$ cat config.mk
export PLATFORM = sky130hd
export DESIGN_NAME = stream_dscr_slv
export DESIGN_NICKNAME = d
export VERILOG_FILES = /design/src/rtl/stream_dscr_slv.sv
export SDC_FILE = /design/constraint.sdc
export NUM_CORES = 1
export LEC_CHECK = 0
export CORE_MARGIN = 2
export CORE_UTILIZATION = 60
export CTS_CLUSTER_DIAMETER = 50
export CTS_CLUSTER_SIZE = 12
export DETAILED_ROUTE_END_ITERATION = 6
export PLACE_DENSITY = 0.89
export SLEW_MARGIN = 20
export SYNTH_ARGS = -nofsm -noshare
export SYNTH_HDL_FRONTEND = slang
export SYNTH_SLANG_ARGS = --single-unit
$ cat constraint.sdc
create_clock -name clk -period 5.7 [get_ports clk]
set_input_delay 0.855 -clock clk [delete_from_list [all_inputs] [get_ports clk]]
set_output_delay 0.855 -clock clk [all_outputs]
set_load 0.05 [all_outputs]
$ cat src/rtl/stream_dscr_slv.sv
// Receive-side descrambler synchroniser: acquires, verifies and tracks a remote 33-bit scrambler LFSR.
// Build option DSCR_MASTER_POLY_EN selects the master polynomial x^33+x^13+1 instead of x^33+x^20+1.
module stream_dscr_slv #(
  parameter int unsigned VERIFY_CNT = 64,
  parameter int unsigned ERR_MAX    = 4,
  parameter int unsigned WIN_LEN    = 256
) (
  input  logic        clk,
  input  logic        rst_n,
  input  logic        load,
  input  logic        valid,
  input  logic        idle_ind,
  input  logic        rx_bit,
  output logic [32:0] rand_num,
  output logic        locked,
  output logic        lock_err,
  output logic [1:0]  state
);

  localparam int unsigned LFSR_W  = 33;
  localparam int unsigned FILL_W  = 6;
  localparam int unsigned MATCH_W = 8;
  localparam int unsigned ERR_W   = 4;
  localparam int unsigned WIN_W   = 16;
`ifdef DSCR_MASTER_POLY_EN
  localparam int unsigned TAP_IDX = 12;
`else
  localparam int unsigned TAP_IDX = 19;
`endif

  typedef enum logic [1:0] {
    ST_UNLOCKED = 2'd0,
    ST_VERIFY   = 2'd1,
    ST_LOCKED   = 2'd2
  } state_e;

  state_e              state_q, state_d;
  logic [LFSR_W-1:0]   rand_num_q, rand_num_d;
  logic                locked_q, locked_d;
  logic                lock_err_q, lock_err_d;
  logic [FILL_W-1:0]   fill_cnt_q, fill_cnt_d;
  logic [MATCH_W-1:0]  match_cnt_q, match_cnt_d;
  logic [ERR_W-1:0]    err_cnt_q, err_cnt_d;
  logic [WIN_W-1:0]    win_cnt_q, win_cnt_d;

  logic                pred;
  logic                mismatch;
  logic                win_last;
  logic [ERR_W-1:0]    err_inc;
  logic [LFSR_W-1:0]   lfsr_adv;

  // State register and datapath flops
  always_ff @(posedge clk) begin
    if (!rst_n) begin
      state_q     <= ST_UNLOCKED;
      rand_num_q  <= '0;
      locked_q    <= 1'b0;
      lock_err_q  <= 1'b0;
      fill_cnt_q  <= '0;
      match_cnt_q <= '0;
      err_cnt_q   <= '0;
      win_cnt_q   <= '0;
    end else begin
      state_q     <= state_d;
      rand_num_q  <= rand_num_d;
      locked_q    <= locked_d;
      lock_err_q  <= lock_err_d;
      fill_cnt_q  <= fill_cnt_d;
      match_cnt_q <= match_cnt_d;
      err_cnt_q   <= err_cnt_d;
      win_cnt_q   <= win_cnt_d;
    end
  end

  // Next-state and output logic
  always_comb begin
    state_d     = state_q;
    rand_num_d  = rand_num_q;
    lock_err_d  = 1'b0;
    fill_cnt_d  = fill_cnt_q;
    match_cnt_d = match_cnt_q;
    err_cnt_d   = err_cnt_q;
    win_cnt_d   = win_cnt_q;

    pred     = rand_num_q[LFSR_W-1] ^ rand_num_q[TAP_IDX];
    mismatch = idle_ind && (pred != rx_bit);
    win_last = (win_cnt_q == WIN_W'(WIN_LEN - 1));
    err_inc  = err_cnt_q + ERR_W'(1);
    lfsr_adv = {rand_num_q[LFSR_W-2:0], pred};

    if (load) begin
      state_d     = ST_UNLOCKED;
      fill_cnt_d  = '0;
      match_cnt_d = '0;
      err_cnt_d   = '0;
      win_cnt_d   = '0;
    end else if (valid) begin
      unique case (state_q)
        ST_UNLOCKED: begin
          if (idle_ind) begin
            rand_num_d = {rand_num_q[LFSR_W-2:0], rx_bit};
            if (fill_cnt_q == FILL_W'(LFSR_W - 1)) begin
              state_d     = ST_VERIFY;
              fill_cnt_d  = '0;
              match_cnt_d = '0;
            end else begin
              fill_cnt_d = fill_cnt_q + FILL_W'(1);
            end
          end else begin
            fill_cnt_d = '0;
          end
        end

        ST_VERIFY: begin
          rand_num_d = lfsr_adv;
          if (mismatch) begin
            lock_err_d  = 1'b1;
            state_d     = ST_UNLOCKED;
            fill_cnt_d  = '0;
            match_cnt_d = '0;
          end else if (idle_ind) begin
            match_cnt_d = match_cnt_q + MATCH_W'(1);
            if (match_cnt_q == MATCH_W'(VERIFY_CNT - 1)) begin
              state_d     = ST_LOCKED;
              match_cnt_d = '0;
              err_cnt_d   = '0;
              win_cnt_d   = '0;
            end
          end
        end

        ST_LOCKED: begin
          rand_num_d = lfsr_adv;
          win_cnt_d  = win_last ? '0 : win_cnt_q + WIN_W'(1);
          if (mismatch) begin
            lock_err_d = 1'b1;
          end
          // Loss of lock outranks the window restart
          if (mismatch && (err_inc == ERR_W'(ERR_MAX))) begin
            state_d     = ST_UNLOCKED;
            fill_cnt_d  = '0;
            match_cnt_d = '0;
            err_cnt_d   = '0;
            win_cnt_d   = '0;
          end else if (win_last) begin
            err_cnt_d = mismatch ? ERR_W'(1) : '0;
          end else if (mismatch) begin
            err_cnt_d = err_inc;
          end
        end

        default: begin
          state_d = ST_UNLOCKED;
        end
      endcase
    end

    locked_d = (state_d == ST_LOCKED);
  end

  assign rand_num = rand_num_q;
  assign locked   = locked_q;
  assign lock_err = lock_err_q;
  assign state    = state_q;

endmodule

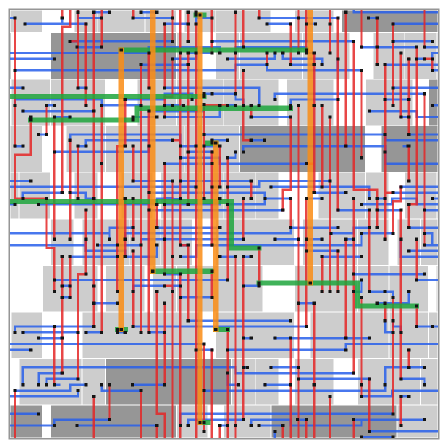
Figure 1: close-up of the layout.
Window x 28 to 53, y 28 to 53 microns. Cells in gray, sequential cells in the stronger gray; small squares are vias.
legend:
  blue:
    layer: metal 1
  green:
    layer: metal 3
  orange:
    layer: metal 4
  red:
    layer: metal 2
most frequent: nand2_1 (6), a21oi_1 (5), dfxtp_1 (5)
cells with their middle in the window: 61
sequential cells in the window: 5
netlist names of flops here include: err_cnt_q (2)

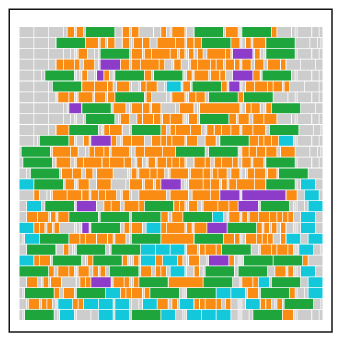
Figure 2: placement by cell class.
(4 px per micron) Fill, decap, tap and diode cells in gray.
legend:
  cyan:
    class: remaining buffers and delay cells
    cells: 44
    share_of_their_area: 11%
  green:
    class: sequential cells
    cells: 71
    share_of_their_area: 35%
  orange:
    class: combinational and other logic
    cells: 324
    share_of_their_area: 49%
  purple:
    class: clock drivers and dummy loads
    cells: 16
    share_of_their_area: 5.1%
Core Area: 5574 sq um
# rows: 27
Final Instance Area: 4154 sq um
Seq area share: 0.3422
post-layout util: 0.7452

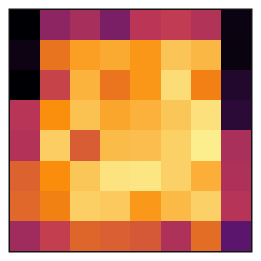
Figure 3: placement density heat map.
(3 px per micron) The die is cut into 8 by 8 equal tiles; black is low, pale yellow is high, 0 to 100% covered.
tiles over 75% full: 47%
mean over tiles: 63%
nearly empty tiles: 3.1%
emptiest ninth of the die: top left
fullest tile: 96%
Core Util at FP: 0.6267

==> impl_metrics.json <==
{
  "status": "completed",
  "synth_warnings": 0,
  "clkSlewWorstSetupHoldPaths_ns": 0.08,
  "yosysMostFrequentCell": "nand2_1",
  "max_freq_mhz": 308.0,
  "r2r-end": "match_cnt_q[7]",
  "ant_nets": 0,
  "num_antenna_cells": 0,
  "cellLeakagePower_nw": 1.394,
  "fillers": 408,
  "ios": 43,
  "common_cells": "82 x nand2_1, 71 x dfxtp_1, 33 x a21boi_0",
  "ys_cells": 415,
  "grt_pass1_wl_microns": 13480,
  "post-route-drc-count": 0,
  "pwr-share-seq": 0.524,
  "crit-reg2reg-launch": "err_cnt_q[0]",
  "vias": 3140,
  "hp-class": "reg2reg",
  "cts_buffer_depth": 2,
  "finalHoldViolCount": 0,
  "ff_latch_area_sq_um": 1421,
  "slew_headroom": 0.3530,
  "async_reset_ff_frac": 0,
  "worstHoldEndpoint": "rand_num[4]",
  "grt_max_degree": 37,
  "period_used_share": 0.5696,
  "cp_max_fo": 11,
  "post_cts_buffers": 0,
  "die_h_microns": 80.31,
  "cts_max_level": 3,
  "power_density_nw_per_um2": 228.3,
  "reg2regPathDepth": 6,
  "ys_ff": 71,
  "crit_path_max_incr_delay_ns": 0.65,
  "grt_usage": 0.2666,
  "critPathArrivalTime_ns": 3.52,
  "drive_gt1_frac": 0.07912,
  "grt-ovfl-total": 0,
  "synth.avg_cell_area_sq_um": 8.418,
  "synth-area-yosys_sq_um": 3493,
  "worstPathRequired_ns": 5.97,
  "wl_per_cell_microns": 15.09,
  "cp_slowest_cell": "o31ai_2",
  "warnings": 30,
  "setup_violations": 0,
  "p_total_w": 0.0009483,
  "die_x_microns": 80.31,
  "fp_nets": 430,
  "die_area_sq_um": 6449,
  "cap_violations": 0,
  "switchingPower_w": 0.0002150,
  "antenna_found_initial": 0,
  "synth_top_cell_by_area": "dfxtp_1",
  "endpoint_kind": "flip-flop",
  "timing.setup.tns_ns": 0,
  "ctsHoldBuffers": 0,
  "clock_sinks": 71,
  "area_growth_pct": 18.91,
  "viasPerCell": 5.958,
  "path_cells": "clkdlybuf4s50_1 > inv_1 > o31ai_2 > o211ai_1 > or4_1 > a21oi_1",
  "synth_area_sq_um": 3493,
  "place.port_buffers": 42,
  "synthFlopType": "dfxtp_1",
  "dr.first_iter.drc_count": 280,
  "drt_pre_antenna_iters": 5,
  "root_buffer": "clkbuf_8",
  "postSynthSeqShare": 0.4069,
  "top_cell_area_share": 0.4069,
  "rrSetupSlack_ns": 2.81,
  "ctsResizeCount": 0,
  "dp_hpwl_microns": 5397,
  "slew_violations": 0,
  "start_kind": "input port",
  "hold_slack_ns": 0.4859,
  "syn_inst": 415,
  "final_cells": 527
}
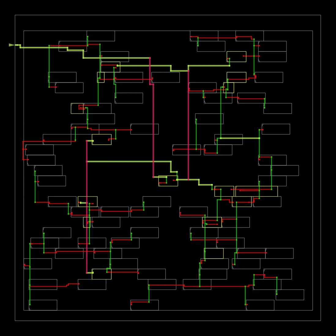
Figure 4: clock nets.
clock buffers: 11
power of the clock network: 0.000414 W
Num CTS Buffers: 9

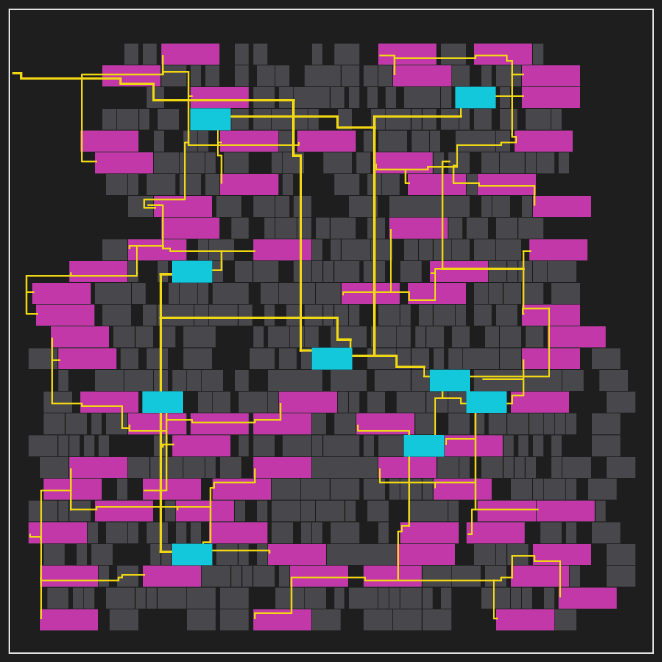
Figure 5: routed clock nets over the placement.
(8 px per micron)
legend:
  magenta:
    item: flip-flops
    count: 71
  yellow:
    item: clock wires
    length: 826 microns
  cyan:
    item: clock drivers
    count: 9
routed clock nets: 10
Final Skew: 0.009131 ns
Worst-Skew Late Latency: 0.35 ns
clock share of power: 0.436

worst max-delay path by stage:
stage	slack (ns)	end	start
2_1_floorplan	3.27	err_cnt_q[3]	rand_num[19]
3_3_place_gp	2.23	match_cnt_q[7]	rx_bit
3_5_place_dp	2.14	rand_num[27]	valid
4_1_cts	2.52	match_cnt_q[7]	rx_bit
5_1_grt	2.30	match_cnt_q[7]	idle_ind
6_report	2.45	match_cnt_q[7]	idle_ind
kinds of logic after synthesis:
kind of cell | after synthesis | synth area share
simple gates | 184 | 0.2629
buf+inv | 33 | 0.03653
fa+ha+maj | 9 | 0.03224
mux | 3 | 0.008596
flops | 71 | 0.4069
compound gates | 103 | 0.2146
xor+xnor | 12 | 0.03832
cells in the final DEF (no fill, tap or decap), types with 11 or more instances in the layout:
master / count
clkdlybuf4s50_1: 42
a21oi_1: 15
a21boi_0: 33
nand2_1: 82
clkbuf_8: 11
nor2_1: 24
inv_1: 13
dfxtp_1: 71
o21ai_0: 17
per-layer routing:
| metal | part of all wire | GRT usage | up-vias |
|---|---|---|---|
| li1 | - | - | 1547 |
| met1 | 0.46 | 0.3487 | 1507 |
| met2 | 0.48 | 0.4267 | 72 |
| met3 | 0.037 | 0.05730 | 14 |
| met4 | 0.018 | 0.1102 | 0 |
| met5 | 0 | 0 | - |
registers in the layout, summed over array words and instances, names as in the netlist:
name / cells
rand_num: 33
win_cnt_q: 16
match_cnt_q: 8
fill_cnt_q: 6
err_cnt_q: 4
state: 2
lock_err: 1
locked: 1
metrics by stage:
step / worst slack [ns] / area (sq um)
final: 2.454 / 4154
after floorplan: 3.273 / 3493
after CTS: 2.515 / 4153
after detailed placement: 2.137 / 3945
after global routing: 2.296 / 4154
after global placement: 2.227 / 3945
worst max-delay path: cells and delay by family:
kind | cells | cell delay, ns
and+or+nand+nor | 1 | 0.57
AOI/OAI and AO/OA | 3 | 1.26
buffers and inverters | 2 | 0.82
power groups by stage:
stage | Sequential [W] | Clock [W] | Combinational [W]
floorplan | 0.000509 | 0 | 0.0000246
global placement | 0.000508 | 0 | 0.0000368
detailed placement | 0.000508 | 0 | 0.0000373
CTS | 0.000497 | 0.000418 | 0.0000377
global route | 0.000496 | 0.000439 | 0.0000417
finish | 0.000497 | 0.000414 | 0.0000381
cell type report:
type	count	share of cell area
clock inverters	5	0.01355
repair buffers	44	0.1048
well taps	72	0.02169
multi-input cells	311	0.4696
flip-flops and latches	71	0.3422
inverters	13	0.01175
clock buffers	11	0.03645
No activity file was given, so power comes from the tool's default toggle rates.
